File: src/rtl/tpm_sync_controller_pkg.sv
// Shared definitions for the tree-parity-machine key-exchange controller:
// FSM state encoding, one-hot ctrl phase codes and common widths.
package tpm_pkg;

  localparam int FEED_W  = 6;
  localparam int ROUND_W = 16;

  // One-hot phase codes broadcast to both partners
  localparam logic [2:0] CTRL_IDLE    = 3'b000;
  localparam logic [2:0] CTRL_COMPUTE = 3'b001;
  localparam logic [2:0] CTRL_UPDATE  = 3'b010;
  localparam logic [2:0] CTRL_FINISH  = 3'b100;

  // Controller states
  localparam logic [2:0] ST_IDLE     = 3'd0;
  localparam logic [2:0] ST_FEED     = 3'd1;
  localparam logic [2:0] ST_COMPUTE  = 3'd2;
  localparam logic [2:0] ST_EXCHANGE = 3'd3;
  localparam logic [2:0] ST_UPDATE   = 3'd4;
  localparam logic [2:0] ST_CHECK    = 3'd5;
  localparam logic [2:0] ST_FINISH   = 3'd6;
  localparam logic [2:0] ST_ABORT    = 3'd7;

  // Phase code the partners see while the controller sits in a given state
  function automatic logic [2:0] ctrl_for(input logic [2:0] st);
    case (st)
      ST_COMPUTE: ctrl_for = CTRL_COMPUTE;
      ST_UPDATE:  ctrl_for = CTRL_UPDATE;
      ST_FINISH:  ctrl_for = CTRL_FINISH;
      default:    ctrl_for = CTRL_IDLE;
    endcase
  endfunction

endpackage

File: src/rtl/tpm_sync_controller_if.sv
// Bus between the sync controller and the key-exchange top level: start
// request, partner outputs/dirty flags in, feed/ctrl/routing/status out.
interface tpm_sync_controller_if;
  import tpm_pkg::*;

  logic               start;
  logic               out_a;
  logic               out_b;
  logic               dirty_a;
  logic               dirty_b;
  logic [FEED_W-1:0]  feed;
  logic [2:0]         ctrl;
  logic               out_other_a;
  logic               out_other_b;
  logic               busy;
  logic               done;
  logic               synced;
  logic               fail;
  logic [ROUND_W-1:0] round_cnt;

  // Controller side: sequences the partners
  modport master (
    input  start, out_a, out_b, dirty_a, dirty_b,
    output feed, ctrl, out_other_a, out_other_b, busy, done, synced, fail,
           round_cnt
  );

  // Environment side: partners plus whoever kicks off the exchange
  modport slave (
    output start, out_a, out_b, dirty_a, dirty_b,
    input  feed, ctrl, out_other_a, out_other_b, busy, done, synced, fail,
           round_cnt
  );

endinterface

File: src/rtl/tpm_feed_lfsr.sv
// Shared feed generator: 6-bit Fibonacci LFSR, x^6+x^5+1, shifting left.
// Advances only when step is high; a zero seed is replaced by 1 so the
// register can never lock up in the all-zero state.
module tpm_feed_lfsr
  import tpm_pkg::*;
#(
  parameter logic [FEED_W-1:0] SEED = 6'b110100
) (
  input  logic              clk,
  input  logic              rst,
  input  logic              step,
  output logic [FEED_W-1:0] state
);

  localparam logic [FEED_W-1:0] SEED_EFF =
    (SEED == '0) ? FEED_W'(1) : SEED;

  logic fb;

  assign fb = state[FEED_W-1] ^ state[FEED_W-2];

  // Load the seed on reset, otherwise shift in the feedback bit on step
  always_ff @(posedge clk) begin
    if (rst) begin
      state <= SEED_EFF;
    end else if (step) begin
      state <= {state[FEED_W-2:0], fb};
    end
  end

endmodule

File: src/rtl/tpm_sync_controller.sv
// Round sequencer for two tree-parity-machine partners. Each round:
// FEED (LFSR step) -> COMPUTE (ctrl=001) -> EXCHANGE (swap outputs) ->
// UPDATE (ctrl=010, only when outputs agree) -> CHECK. Declares sync after
// SYNC_ROUNDS consecutive agreeing rounds, or failure after MAX_ROUNDS.
module tpm_sync_controller
  import tpm_pkg::*;
#(
  parameter logic [FEED_W-1:0] LFSR_SEED      = 6'b110100,
  parameter int                COMPUTE_CYCLES = 6,
  parameter int                UPDATE_CYCLES  = 6,
  parameter int                SYNC_ROUNDS    = 20,
  parameter int                MAX_ROUNDS     = 1000
) (
  input  logic                  clk,
  input  logic                  rst,
  tpm_sync_controller_if.master bus
);

  localparam int PH_MAX = (COMPUTE_CYCLES > UPDATE_CYCLES) ?
                          COMPUTE_CYCLES : UPDATE_CYCLES;
  localparam int PH_W   = $clog2(PH_MAX + 1);

  logic [2:0]         state;
  logic [2:0]         state_next;
  logic [2:0]         ctrl_q;
  logic               busy_q;
  logic               done_q;
  logic               synced_q;
  logic               fail_q;
  logic               out_other_a_q;
  logic               out_other_b_q;
  logic [ROUND_W-1:0] round_cnt;
  logic [ROUND_W-1:0] match_cnt;
  logic [PH_W-1:0]    phase_cnt;
  logic [FEED_W-1:0]  feed;

  logic               phase_last_c;
  logic               phase_last_u;
  logic               outs_agree;
  logic               goto_finish;
  logic               goto_abort;
  logic               feed_step;

  assign phase_last_c = (phase_cnt == PH_W'(COMPUTE_CYCLES - 1));
  assign phase_last_u = (phase_cnt == PH_W'(UPDATE_CYCLES - 1));
  assign outs_agree   = (bus.out_a == bus.out_b);

  // Sync takes priority over the round limit when both hit in one round
  assign goto_finish  = (state == ST_CHECK) &&
                        (match_cnt >= ROUND_W'(SYNC_ROUNDS));
  assign goto_abort   = (state == ST_CHECK) && !goto_finish &&
                        (round_cnt >= ROUND_W'(MAX_ROUNDS));
  assign feed_step    = (state == ST_FEED);

  tpm_feed_lfsr #(
    .SEED (LFSR_SEED)
  ) u_feed_lfsr (
    .clk   (clk),
    .rst   (rst),
    .step  (feed_step),
    .state (feed)
  );

  // Next-state decode for the round sequence
  always_comb begin
    state_next = state;
    case (state)
      ST_IDLE:     if (bus.start) state_next = ST_FEED;
      ST_FEED:     state_next = ST_COMPUTE;
      ST_COMPUTE:  if (phase_last_c) state_next = ST_EXCHANGE;
      ST_EXCHANGE: state_next = outs_agree ? ST_UPDATE : ST_CHECK;
      ST_UPDATE:   if (phase_last_u) state_next = ST_CHECK;
      ST_CHECK: begin
        if (goto_finish)     state_next = ST_FINISH;
        else if (goto_abort) state_next = ST_ABORT;
        else                 state_next = ST_FEED;
      end
      ST_FINISH:   state_next = ST_IDLE;
      ST_ABORT:    state_next = ST_IDLE;
      default:     state_next = ST_IDLE;
    endcase
  end

  // State register with ctrl/busy/done registered from the next state so
  // they line up with the state they describe and never glitch
  always_ff @(posedge clk) begin
    if (rst) begin
      state  <= ST_IDLE;
      ctrl_q <= CTRL_IDLE;
      busy_q <= 1'b0;
      done_q <= 1'b0;
    end else begin
      state  <= state_next;
      ctrl_q <= ctrl_for(state_next);
      busy_q <= (state_next != ST_IDLE);
      done_q <= (state_next == ST_FINISH) || (state_next == ST_ABORT);
    end
  end

  // Phase counter: times the COMPUTE and UPDATE windows, zero elsewhere
  always_ff @(posedge clk) begin
    if (rst) begin
      phase_cnt <= '0;
    end else if ((state == ST_COMPUTE && !phase_last_c) ||
                 (state == ST_UPDATE  && !phase_last_u)) begin
      phase_cnt <= phase_cnt + 1'b1;
    end else begin
      phase_cnt <= '0;
    end
  end

  // Round and agreement bookkeeping plus the sticky result flags
  always_ff @(posedge clk) begin
    if (rst) begin
      round_cnt <= '0;
      match_cnt <= '0;
      synced_q  <= 1'b0;
      fail_q    <= 1'b0;
    end else begin
      case (state)
        ST_IDLE: begin
          if (bus.start) begin
            round_cnt <= '0;
            match_cnt <= '0;
            synced_q  <= 1'b0;
            fail_q    <= 1'b0;
          end
        end
        ST_EXCHANGE: begin
          if (round_cnt != '1) round_cnt <= round_cnt + 1'b1;
          if (!outs_agree)            match_cnt <= '0;
          else if (match_cnt != '1)   match_cnt <= match_cnt + 1'b1;
        end
        ST_UPDATE: begin
          // Partners that disagree on whether weights moved have diverged
          if (phase_last_u && (bus.dirty_a != bus.dirty_b)) match_cnt <= '0;
        end
        ST_CHECK: begin
          if (goto_finish) synced_q <= 1'b1;
          if (goto_abort)  fail_q   <= 1'b1;
        end
        default: ;
      endcase
    end
  end

  // Cross-route partner outputs, held until the next EXCHANGE
  always_ff @(posedge clk) begin
    if (rst) begin
      out_other_a_q <= 1'b0;
      out_other_b_q <= 1'b0;
    end else if (state == ST_EXCHANGE) begin
      out_other_a_q <= bus.out_b;
      out_other_b_q <= bus.out_a;
    end
  end

  assign bus.feed        = feed;
  assign bus.ctrl        = ctrl_q;
  assign bus.out_other_a = out_other_a_q;
  assign bus.out_other_b = out_other_b_q;
  assign bus.busy        = busy_q;
  assign bus.done        = done_q;
  assign bus.synced      = synced_q;
  assign bus.fail        = fail_q;
  assign bus.round_cnt   = round_cnt;

endmodule

File: src/flat_wrapper.sv
// flat-port wrapper written by rule: the top's interface ports become plain ports
module tpm_sync_controller_flat import tpm_pkg::*;
#(
  parameter logic [FEED_W-1:0] LFSR_SEED      = 6'b110100,
  parameter int                COMPUTE_CYCLES = 6,
  parameter int                UPDATE_CYCLES  = 6,
  parameter int                SYNC_ROUNDS    = 20,
  parameter int                MAX_ROUNDS     = 1000
)
  (clk, rst, bus_start, bus_out_a, bus_out_b, bus_dirty_a, bus_dirty_b, bus_feed, bus_ctrl, bus_out_other_a, bus_out_other_b, bus_busy, bus_done, bus_synced, bus_fail, bus_round_cnt);
  tpm_sync_controller_if bus_i ();
  input  logic clk;
  input  logic rst;
  input wire logic [$bits(bus_i.start)-1:0] bus_start;
  input wire logic [$bits(bus_i.out_a)-1:0] bus_out_a;
  input wire logic [$bits(bus_i.out_b)-1:0] bus_out_b;
  input wire logic [$bits(bus_i.dirty_a)-1:0] bus_dirty_a;
  input wire logic [$bits(bus_i.dirty_b)-1:0] bus_dirty_b;
  output wire logic [$bits(bus_i.feed)-1:0] bus_feed;
  output wire logic [$bits(bus_i.ctrl)-1:0] bus_ctrl;
  output wire logic [$bits(bus_i.out_other_a)-1:0] bus_out_other_a;
  output wire logic [$bits(bus_i.out_other_b)-1:0] bus_out_other_b;
  output wire logic [$bits(bus_i.busy)-1:0] bus_busy;
  output wire logic [$bits(bus_i.done)-1:0] bus_done;
  output wire logic [$bits(bus_i.synced)-1:0] bus_synced;
  output wire logic [$bits(bus_i.fail)-1:0] bus_fail;
  output wire logic [$bits(bus_i.round_cnt)-1:0] bus_round_cnt;
  assign bus_i.start = bus_start;
  assign bus_i.out_a = bus_out_a;
  assign bus_i.out_b = bus_out_b;
  assign bus_i.dirty_a = bus_dirty_a;
  assign bus_i.dirty_b = bus_dirty_b;
  assign bus_feed = bus_i.feed;
  assign bus_ctrl = bus_i.ctrl;
  assign bus_out_other_a = bus_i.out_other_a;
  assign bus_out_other_b = bus_i.out_other_b;
  assign bus_busy = bus_i.busy;
  assign bus_done = bus_i.done;
  assign bus_synced = bus_i.synced;
  assign bus_fail = bus_i.fail;
  assign bus_round_cnt = bus_i.round_cnt;
  tpm_sync_controller #(.LFSR_SEED(LFSR_SEED), .COMPUTE_CYCLES(COMPUTE_CYCLES), .UPDATE_CYCLES(UPDATE_CYCLES), .SYNC_ROUNDS(SYNC_ROUNDS), .MAX_ROUNDS(MAX_ROUNDS)) u_core (.clk(clk), .rst(rst), .bus(bus_i));
endmodule
File: config.mk
export PLATFORM = sky130hd
export DESIGN_NAME = tpm_sync_controller_flat
export DESIGN_NICKNAME = d
export VERILOG_FILES = /design/src/rtl/tpm_sync_controller_pkg.sv /design/src/rtl/tpm_sync_controller_if.sv /design/src/rtl/tpm_feed_lfsr.sv /design/src/rtl/tpm_sync_controller.sv /design/src/flat_wrapper.sv
export SDC_FILE = /design/constraint.sdc
export NUM_CORES = 1
export LEC_CHECK = 0
export ABC_AREA = 1
export CORE_MARGIN = 1
export CORE_UTILIZATION = 53
export CTS_CLUSTER_DIAMETER = 50
export CTS_CLUSTER_SIZE = 12
export DETAILED_ROUTE_END_ITERATION = 10
export HOLD_SLACK_MARGIN = 0.1
export PLACE_DENSITY_LB_ADDON = 0.12
export SLEW_MARGIN = 20
export SYNTH_ARGS = -nofsm -noshare
export SYNTH_HDL_FRONTEND = slang
export SYNTH_HIERARCHICAL = 1
export SYNTH_SLANG_ARGS = --single-unit
File: constraint.sdc
create_clock -name clk -period 2.1 [get_ports clk]
set_input_delay 0.42 -clock clk [delete_from_list [all_inputs] [get_ports clk]]
set_output_delay 0.42 -clock clk [all_outputs]
set_load 0.03 [all_outputs]
Figure 1. Cell density map.
Scale bar: 20 µm. The die is cut into 8 by 8 equal tiles; white is low, dark blue is high, 0 to 100% covered.
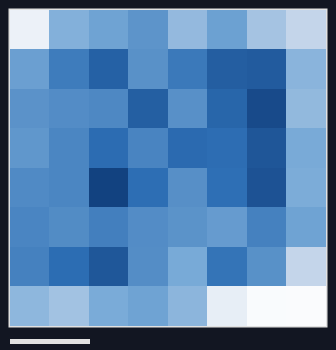
mean over tiles	59%
tiles over 75% full	22%
emptiest ninth of the die	south-east
fullest tile	93%

Figure 2. Register map, names as in the netlist.
Scale bar: 20 µm.
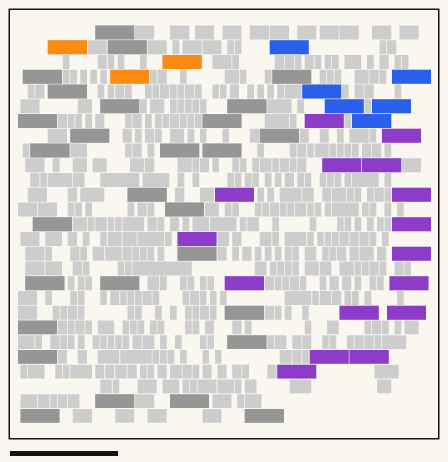
signal	colour	placed flops
u_core/match_cnt	purple	16
u_core/bus.ctrl	orange	3
u_core/u_feed_lfsr/state	blue	6
not coloured	28

==> impl_results.rst <==
Physical design figures
=======================

.. list-table::
   :header-rows: 1

   * - Metric
     - Value
   * - Clk_buf instances
     - 6
   * - Setup repair after global routing missed its margin
     - false
   * - Routing usage on met3
     - 3.45%
   * - Number of cells produced by synthesis
     - 490
   * - Main kind of combinational logic by area
     - simple AND/OR/NAND/NOR gates
   * - Utilization after layout
     - 66.8%
   * - Total length of routed wires
     - 7530 µm
   * - Cell count after placement
     - 604
   * - Post-Place Setup Slack
     - -0.0690 ns
   * - Fraction of the yosys area taken by sequential cells
     - 33.8%
   * - Commonest non-fill, non-tap cells in the layout
     - sky130_fd_sc_hd__nand2_1, sky130_fd_sc_hd__inv_1, sky130_fd_sc_hd__nor2_1
   * - Longest individual stage delay on the worst path
     - 0.73 ns
   * - Reg-to-reg critical path endpoint
     - u_core/match_cnt[13]
   * - Total cell area reported by yosys after synthesis
     - 3140 µm²
   * - Critical R2R Launch
     - u_core/match_cnt[0]
   * - Clock transition at path regs
     - 0.10 ns
   * - Non-clock buffering overhead in the final layout
     - 12.5%
   * - DPL Wire Length
     - 5690 µm
   * - Type of the most critical hold path
     - register to register
   * - Area fraction in full adders, half adders and majority gates
     - 2.39%
   * - Tally of filler cells in the layout
     - 505
   * - Top cell class by occupied area
     - logic gates
   * - Final Worst Setup Slack
     - 0.156 ns
   * - Pwr top
     - sequential cells
   * - FFs & Latches
     - 53
   * - Number of H-tree levels
     - 2
   * - Top cells by instance count after synthesis
     - sky130_fd_sc_hd__nand2_1, sky130_fd_sc_hd__inv_1, sky130_fd_sc_hd__nor2_1
   * - Post-Synthesis Net Count
     - 503
   * - Input/output buffers
     - 37
   * - Cells traversed along the worst timing path
     - clkdlybuf4s50_1
   * - Commonest Layout Cell
     - sky130_fd_sc_hd__nand2_1
   * - Largest registers ranked by flip-flop count
     - u_core/bus.round_cnt (16), u_core/match_cnt (16), u_core/u_feed_lfsr/state (6)
   * - Combinational power
     - 1.09 mW
   * - Outcome
     - finished clean
   * - Startpoint of the most critical hold path
     - u_core/bus.fail
   * - Core Rows
     - 27
   * - Average routed wire per standard cell
     - 12.3 µm
   * - Top cell area share
     - 33.8%
   * - TritonCTS clock tree
     - done
   * - Flop pwr share
     - 39.0%
   * - Met1 global-route usage
     - 33.5%
   * - Critical path launch point
     - u_core/bus.round_cnt[13]
   * - Iter 0 DRT Violations
     - 196
   * - Slack of the worst reg-to-reg path
     - 0.32 ns
   * - XOR/XNOR Area Share
     - 0.837%
   * - Net total in the final layout
     - 552
   * - Core Box Area
     - 5610 µm²
   * - Clock network fraction of design power
     - 24.5%
   * - Effective utilization at floorplan
     - 56.0%
   * - Power consumed by the clock network
     - 0.727 mW
   * - Leak Pwr
     - 1.52 nW
   * - Combinational gates
     - 359
   * - Log Warnings
     - 31
   * - Maximum clock skew at final layout
     - 0.00705 ns
   * - Fraction of synthesis flops using an asynchronous set or reset pin
     - 0%
   * - Area of placed instances
     - 3630 µm²
   * - Internal Dissipation
     - 1.86 mW
   * - Aoi share
     - 11.4%
Power is estimated from default activity; no workload was simulated.
